Design ahb_ram_arbiter, sky130hd; sources not shown.
Fig. 1: signal wires by layer
(3 px per um)
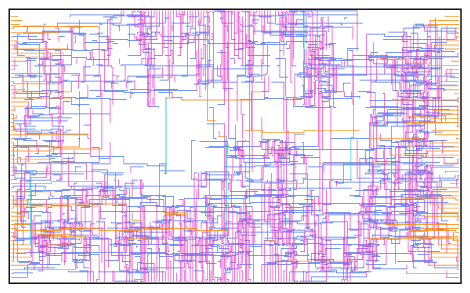
Key: M3 = orange [wire length 1500 um]; M1 = blue [wire length 6450 um]; M2 = magenta [wire length 7440 um]; M4 = cyan [wire length 243 um]
total number of vias: 4710
routed len/inst: 17.0 um

Fig. 2: pin placement
(2 px per um) Pins as bars across the die edge, other pins in gray.
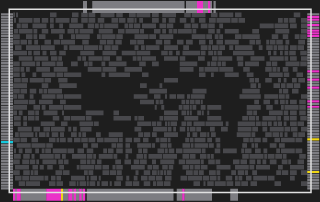
Key: m1_addr = magenta [pins 32, direction input, edge 17 bottom, 11 right, 4 top]; hsel = cyan [pins 1, direction output, edge left]; m1_rwtyp = yellow [pins 3, direction input, edge 2 right, 1 bottom]
All pins by edge: 109 bottom, 67 top, 65 left, 65 right.
die width: 150 um
DIE HEIGHT: 90.9 um

==> out/summary.rpt <==
=================================================================================
Cells resized by post-CTS repair                                                0
Sw frac                                                                     0.260
DRC violations left                                                             0
Overall routed net length                                                15600 um
Number of cell instances after yosys synthesis                                495
Global-route wire length before repair                                   24100 um
Port Buffer Count                                                             259
Worst clock skew                                                        0.0167 ns
Maximum number of pins on one net before global-route repair                   65
Commonest non-fill, non-tap cell in the layout                       clkdlybuf4s50_1
Number of nets still failing antenna checks after routing                       0
TritonCTS clock tree                                                         done
Top-count cell post-synth                                                 dfxtp_1
Top FF cell, synth                                                        dfxtp_1
Grt met2 use                                                                0.394
Clock-pin slew on the worst setup and hold paths                          0.06 ns
Final layout net count                                                        912
Biggest cell category by area in the final layout                    non-clock buffers
Post-synth EDFFs                                                                0
H-tree depth reported by CTS                                                    4
Signal buffers                                                                277
Clk Latency, worst-skew pair                                              0.41 ns
Clock power share                                                           0.437
Maximum resistive drop on vdd                                          0.000587 V
Launching element type of the critical path                             flip-flop
Crit path max-delay cell type                                        dlygate4sd3_1
Number of global-route vias before repair                                    4865
Top cell type by total area after synthesis                               dfxtp_1
Worst min-delay path category                                           in -> reg
Summed standard-cell area reported by yosys                              4870 um2
Max-capacitance violation count                                                 0
Synth unique cells                                                             35
Mapped Avg Cell Area                                                     9.84 um2
Register-to-Register Setup Slack                                          0.21 ns
Share of post-route cells with drive strength above 1                      0.0746
Data arrival time of the critical path                                    1.39 ns
Internal Pwr Total                                                        5.74 mW
Combined flip-flop and latch cell area                                   2480 um2
Synth top cells by count                                             124 x dfxtp_1, 64 x and2_1, 52 x nand3b_1, 52 x o21ai_0, 41 x clkbuf_1
Layout clock buffer count                                                      19
Crit. path cell count                                                           1
CTS sink count                                                                124
Max-slew violation total from the final report                                  0
Upper clock frequency limit                                               565 MHz
Count of inverters not on the clock network in the layout                       6
# diodes                                                                        0
Pwr dens                                                               947 nW/um2
Cells traversed along the worst timing path                          dlygate4sd3_1
Root Buffer Master                                                      clkbuf_16
Hold violation total from the final report                                      0
Overall power                                                             7.76 mW
Multi-input combinational gate total                                          312
Die ar.                                                                 13600 um2
Flop pwr share                                                              0.378
Relative max-transition margin                                              0.542
Post-cts hold-fix buffer tally                                                  0
Combinational-cell power consumption                                      1.43 mW
Starting DRT DRC Count                                                        182
Via/cell ratio                                                               5.11
Clock network contribution to total cell area                              0.0761
Leakage Power                                                             3.32 nW
HPWL after DPL                                                           10900 um
Combinational Area                                                       2080 um2
Number of clock buffers inserted by TritonCTS                                  17
Register area share after synthesis                                         0.510
Met1 Routed Length                                                        6450 um
Met3 routed wirelength                                                    1500 um
Antenna violations before repair                                                0
Top cells excl fill/tap                                              139 x clkdlybuf4s50_1, 124 x dfxtp_1, 118 x dlygate4sd3_1
Met2 wire length                                                          7440 um
Worst path max stage delay                                                0.65 ns
Power in the clock group                                                  3.39 mW
Area Growth Syn to Fin                                                      68.2%
Least-Margin Pin Slew                                                    0.687 ns
Signal buffers share of area                                                0.338
Pre-antenna DRT Iters                                                           5
Remaining global-route overflow                                                 0
Run status                                                           complete, no violations
Stage-log warning count                                                        59
Portion of synthesized cell area occupied by the leading cell type          0.510
Global router's overall resource usage                                      0.229
Met1 Usage GRT                                                              0.254
Maximum net fanout on the critical path                                         2
Gate power share                                                            0.184
Required time of the critical path                                        1.52 ns
RSZ-0062 raised after global routing                                        false
Pre-Place Util                                                              0.379
Final clock period utilization by the worst path                            0.932
Uppermost layer routed                                                       met4
Switching component of the power                                          2.02 mW
Biggest power consumer among the groups                                     clock
Total number of sequential cells                                              124
Number of warnings reported in the yosys synthesis log                          0
Cell depth of the worst hold path                                               2
Met3 track demand over resource in global routing                          0.0848
Biggest area cells                                                   dfxtp_1 51%, and2_1 8.2%, nand3b_1 8.0%, o21ai_0 5.3%, a32oi_1 4.9%
Row count                                                                      32
Setup_tns                                                                    0 ns
Boundary pin count                                                            306
Async set-or-reset flop fraction in the synthesized netlist                     0
=================================================================================
[worst reg2reg max path, cell delays in order, from the launching register on]
cell and delay, ns:
dfxtp_1 0.36, or2_0 0.30, or4_1 0.45, buf_2 0.29, a32oi_1 0.23
[kinds of logic (layout without fill, tap and decap cells)]
kind of cell / after synthesis / after routing / synth area share
other: 1 / 13 / 0.000770
DFF: 124 / 124 / 0.510
buffers and inverters: 71 / 315 / 0.0725
muxes: 1 / 1 / 0.00206
AOI/OAI and AO/OA: 130 / 130 / 0.186
and+or+nand+nor: 168 / 168 / 0.229
[through the flow]
step | area, um2 | util | worst slack (ns)
finish | 8190 | 0.637 | 0.130
global route | 8190 | 0.637 | 0.0884
CTS | 8230 | 0.641 | 0.105
detailed placement | 7610 | 0.592 | -0.0452
global placement | 7610 | 0.592 | -0.00325
floorplan | 4910 | - | 0.343
Power and IR drop assume default switching activity.
